$ cat config.mk
export PLATFORM = sky130hd
export DESIGN_NAME = exe_div_iter
export DESIGN_NICKNAME = d
export VERILOG_FILES = /design/src/rtl/exe_div_iter.sv
export SDC_FILE = /design/constraint.sdc
export NUM_CORES = 1
export LEC_CHECK = 0
export ABC_AREA = 1
export CAP_MARGIN = 20
export CORE_ASPECT_RATIO = 1.5
export CORE_MARGIN = 10
export CORE_UTILIZATION = 51
export CTS_BUF_LIST = sky130_fd_sc_hd__clkbuf_16
export DETAILED_ROUTE_END_ITERATION = 8
export GPL_ROUTABILITY_DRIVEN = 1
export HOLD_SLACK_MARGIN = 0.15
export PLACE_DENSITY_LB_ADDON = 0.25
export SETUP_SLACK_MARGIN = 0.3
export SLEW_MARGIN = 20
export SYNTH_ARGS = -nofsm -noshare
export SYNTH_HDL_FRONTEND = slang
export SYNTH_SLANG_ARGS = --single-unit
$ cat constraint.sdc
create_clock -name clk -period 2.3 [get_ports clk]
set_clock_uncertainty 0.05 [all_clocks]
set_input_delay 0.23 -clock clk [delete_from_list [all_inputs] [get_ports clk]]
set_output_delay 0.23 -clock clk [all_outputs]
set_load 0.01 [all_outputs]
$ cat src/rtl/exe_div_iter.sv
// -----------------------------------------------------------------------------
// exe_div_iter
//   Iterative restoring divider for the EXE stage. It produces one quotient bit
//   per cycle. A divide is launched with a start pulse and its result is
//   presented with a one-cycle valid pulse. The flush input aborts the divide
//   in flight. A zero divisor finishes in a single cycle and raises
//   div_by_zero.
//
//   Optional feature: define EXE_DIV_SIGNED_EN to enable signed division when
//   op=1. The divider then works on operand magnitudes and applies the sign
//   fix-up as the result registers load. Without the macro, op is ignored and
//   every divide is unsigned.
// -----------------------------------------------------------------------------
module exe_div_iter #(
  parameter int WIDTH = 32
) (
  input  logic             clk,
  input  logic             rst_n,
  input  logic             start,
  input  logic             flush,
  input  logic             op,
  input  logic [WIDTH-1:0] dividend,
  input  logic [WIDTH-1:0] divisor,
  output logic             busy,
  output logic             valid,
  output logic [WIDTH-1:0] quotient,
  output logic [WIDTH-1:0] remainder,
  output logic             div_by_zero
);

  localparam int CNT_W = $clog2(WIDTH + 1);

  typedef enum logic [1:0] {
    S_IDLE = 2'd0,
    S_DIV  = 2'd1,
    S_DONE = 2'd2
  } state_t;

  state_t           state;
  logic [CNT_W-1:0] cnt;

  // The partial remainder stays below the divisor between steps, so it needs
  // only WIDTH register bits. The shifted value seen by the trial subtraction
  // is WIDTH+1 bits wide.
  logic [WIDTH-1:0] rem_q;
  logic [WIDTH-1:0] quo_q;   // dividend shifts out of the top, quotient shifts in at the bottom
  logic [WIDTH-1:0] dsr_q;

  logic [WIDTH:0]   shifted;
  logic [WIDTH:0]   trial;
  logic [WIDTH-1:0] step_rem;
  logic [WIDTH-1:0] step_quo;

  logic [WIDTH-1:0] dvd_mag;
  logic [WIDTH-1:0] dsr_mag;
  logic [WIDTH-1:0] quo_fix;
  logic [WIDTH-1:0] rem_fix;

  logic             accept;
  logic             last_step;

  // A start is accepted only outside DIV, and only when flush is not asserted.
  assign accept    = start & ~flush & (state != S_DIV);
  assign last_step = (cnt == CNT_W'(WIDTH - 1));

`ifdef EXE_DIV_SIGNED_EN
  logic dvd_neg;
  logic dsr_neg;
  logic neg_q;
  logic neg_r;

  assign dvd_neg = op & dividend[WIDTH-1];
  assign dsr_neg = op & divisor[WIDTH-1];
  assign dvd_mag = dvd_neg ? -dividend : dividend;
  assign dsr_mag = dsr_neg ? -divisor  : divisor;

  // Capture the result signs when a divide is accepted.
  always_ff @(posedge clk or negedge rst_n) begin
    if (!rst_n) begin
      neg_q <= 1'b0;
      neg_r <= 1'b0;
    end else if (accept) begin
      neg_q <= dvd_neg ^ dsr_neg;
      neg_r <= dvd_neg;
    end
  end

  // Sign fix-up applied as the final step's result enters the output registers.
  // MIN/-1 gives a magnitude of 2^(WIDTH-1). Negating it yields MIN again.
  assign quo_fix = neg_q ? -step_quo : step_quo;
  assign rem_fix = neg_r ? -step_rem : step_rem;
`else
  logic unused_op;

  assign unused_op = op;
  assign dvd_mag   = dividend;
  assign dsr_mag   = divisor;
  assign quo_fix   = step_quo;
  assign rem_fix   = step_rem;
`endif

  // One restoring step: shift {rem, q} left by one bit, then trial-subtract the divisor.
  always_comb begin
    // NOTE: every output of a combinational block is given a value on every
    // path (here, up front) so that no latch is inferred.
    shifted  = {rem_q, quo_q[WIDTH-1]};
    trial    = shifted - {1'b0, dsr_q};
    step_rem = shifted[WIDTH-1:0];
    step_quo = {quo_q[WIDTH-2:0], 1'b0};
    if (!trial[WIDTH]) begin
      step_rem = trial[WIDTH-1:0];
      step_quo = {quo_q[WIDTH-2:0], 1'b1};
    end
  end

  // Control FSM, datapath registers and registered outputs.
  always_ff @(posedge clk or negedge rst_n) begin
    // NOTE: all state here is sequential and assigned with <=, so every
    // register samples its inputs from before the clock edge.
    if (!rst_n) begin
      state       <= S_IDLE;
      cnt         <= '0;
      rem_q       <= '0;
      quo_q       <= '0;
      dsr_q       <= '0;
      busy        <= 1'b0;
      valid       <= 1'b0;
      quotient    <= '0;
      remainder   <= '0;
      div_by_zero <= 1'b0;
    end else if (flush) begin
      // Abort: return to idle. Any previous result stays visible.
      state <= S_IDLE;
      cnt   <= '0;
      busy  <= 1'b0;
      valid <= 1'b0;
    end else begin
      case (state)
        S_DIV: begin
          rem_q <= step_rem;
          quo_q <= step_quo;
          cnt   <= cnt + 1'b1;
          if (last_step) begin
            state     <= S_DONE;
            busy      <= 1'b0;
            valid     <= 1'b1;
            quotient  <= quo_fix;
            remainder <= rem_fix;
          end
        end

        // IDLE and DONE both accept a new divide. A start in DONE is a
        // back-to-back issue.
        default: begin
          cnt <= '0;
          if (start) begin
            if (divisor == '0) begin
              state       <= S_DONE;
              busy        <= 1'b0;
              valid       <= 1'b1;
              quotient    <= '1;
              remainder   <= dividend;
              div_by_zero <= 1'b1;
            end else begin
              state       <= S_DIV;
              busy        <= 1'b1;
              valid       <= 1'b0;
              rem_q       <= '0;
              quo_q       <= dvd_mag;
              dsr_q       <= dsr_mag;
              div_by_zero <= 1'b0;
            end
          end else begin
            state <= S_IDLE;
            busy  <= 1'b0;
            valid <= 1'b0;
          end
        end
      endcase
    end
  end

endmodule
==> flow_summary.toml <==
# synthesis and place-and-route metrics
[synth]
mux_share_pct = 0
ys_seq_share_pct = 39.73
synth.logic.top_family = "simple AND/OR/NAND/NOR gates"
aoi_share_pct = 7.616
synth_area_um2 = 10650
yosys.area.top_type = "dfrtp_1"
topCellsByArea = "dfrtp_1 40%, nand2_1 18%, inv_1 9.9%, nand3_1 5.2%, o21ai_0 4.4%"
yosys.area.top_type_share_pct = 39.73
synthDistinctLibCells = 38
synth-edff-count = 0
postSynth.asyncResetShare_pct = 100.0
avgSynthCellArea_um2 = 6.824
syn_nets = 1663

[die]
fp_util_pct = 51.93
num_io_pins = 136
taps = 264
core_um2 = 20500
die_w_um = 138.0

[sta]
timing.final.ws_setup_ns = -0.2100
rsz0062_at_grt = "true"
final.setup.tns_ns = -9.188
hold_violations = 0
setup_viol = 66
period_used_pct = 109.1
slew_violations = 0
fin_crit_ns = 2.510

[finish]
comb_cells = 1054
seq_cell_count = 169
largest_cell_class = "logic gates"
final_cell_area_um2 = 15290
regArea_um2 = 4232
syn_to_final_growth_pct = 43.63
final_cell_mix = "506 x nand2_1, 279 x inv_1, 167 x dfrtp_1, 166 x buf_4"
finalNonFillerCells = 2148
fillers = 1508
drive_gt1_share_pct = 20.70
nets = 1974
diodes = 0
inv_count = 283

[pwr]
switching_share_pct = 35.92
vdd_drop_max_uv = 770.4
total_power_mw = 11.75
comb_power_share_pct = 41.1
sequentialPowerShare_pct = 35.2
powerDensity_nw_per_um2 = 768.3
powerComb_mw = 4.82
power_switching_mw = 4.220
internal_power_mw = 7.528

[cts]
cts_tree = "yes"
clock.latency.late_pin_ns = 0.45
cts_buffers = 17
cts_resized = 60

[global_route]
busiest_layer = "met2"
grt_max_degree = 68
first_global_vias = 11100
grt_overflow = 0

[drt]
ant_nets = 0
drtPass1Iterations = 5
route.layer.met1.wl_mm = 13.76
top_layer = "met4"
drc = 0
drt-wirelength-per-cell_um = 17.61

[critical_path]
worst-r2r-setup-slack_ns = -0.21
path_common_cell = "nand2_2"
crit_family = "simple AND/OR/NAND/NOR gates"
crit_path_start_kind = "flop"
cp_cell_sequence = "ha_4 -> fa_2 -> inv_2 -> nand2_2 -> nand2_2 -> nand3_2 -> nand2_2 -> nand2_2 -> nand2_4 -> nand2_4 -> nand2_4 -> nand2_2 -> nand2_4 -> buf_12 -> nand3_1 -> nand2_2 -> nand2_1 -> nand2_1"
max_stage_delay_ns = 0.45
crit_cells = 18
worstPathArrival_ns = 2.85
crit_start = "dsr_q[0]$_DFFE_PN0P_"
cp-end-kind = "flop"

[flow_run]
maxCapViolCount = 0
log.warning_count = 30

[placement]
io_buffers = 134
place_area_um2 = 13520
pre_cts_ws_ns = -0.3955

[outcome]
outcome = "complete, but fails checks"
violations = "setup timing"

[min_path]
hp-start = "divisor[4]"
### The metal 1 layer

Supply wires on this layer in gray.
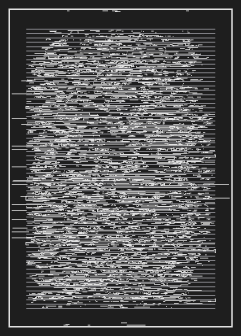
wire length on this layer: 13800 µm
nets with wire on the layer: 1855
main direction: horizontal
final WL: 37.83 mm
GR met1 Demand/Resource: 29.35%
vias post-DR: 11200

### M2 wires

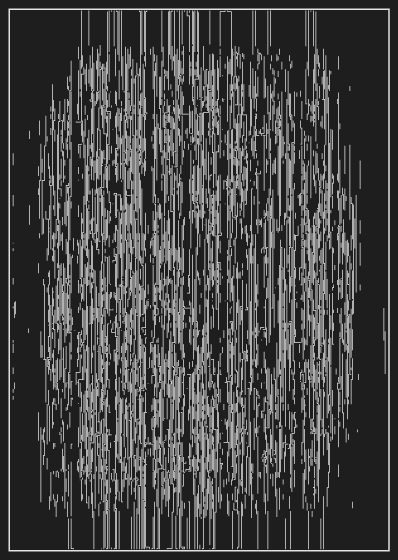
wire length on this layer: 19800 µm
longest straight run: 68.0 µm
main direction: vertical
nets with wire on the layer: 1632
GR Layer Usage met2: 45.11%

### The metal 3 layer

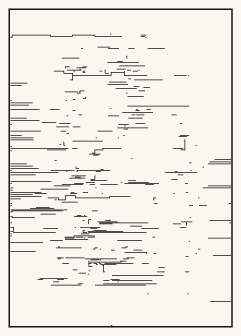
longest straight run: 38.2 µm
nets with wire on the layer: 194
main direction: horizontal
M3 GR Usage: 5.983%

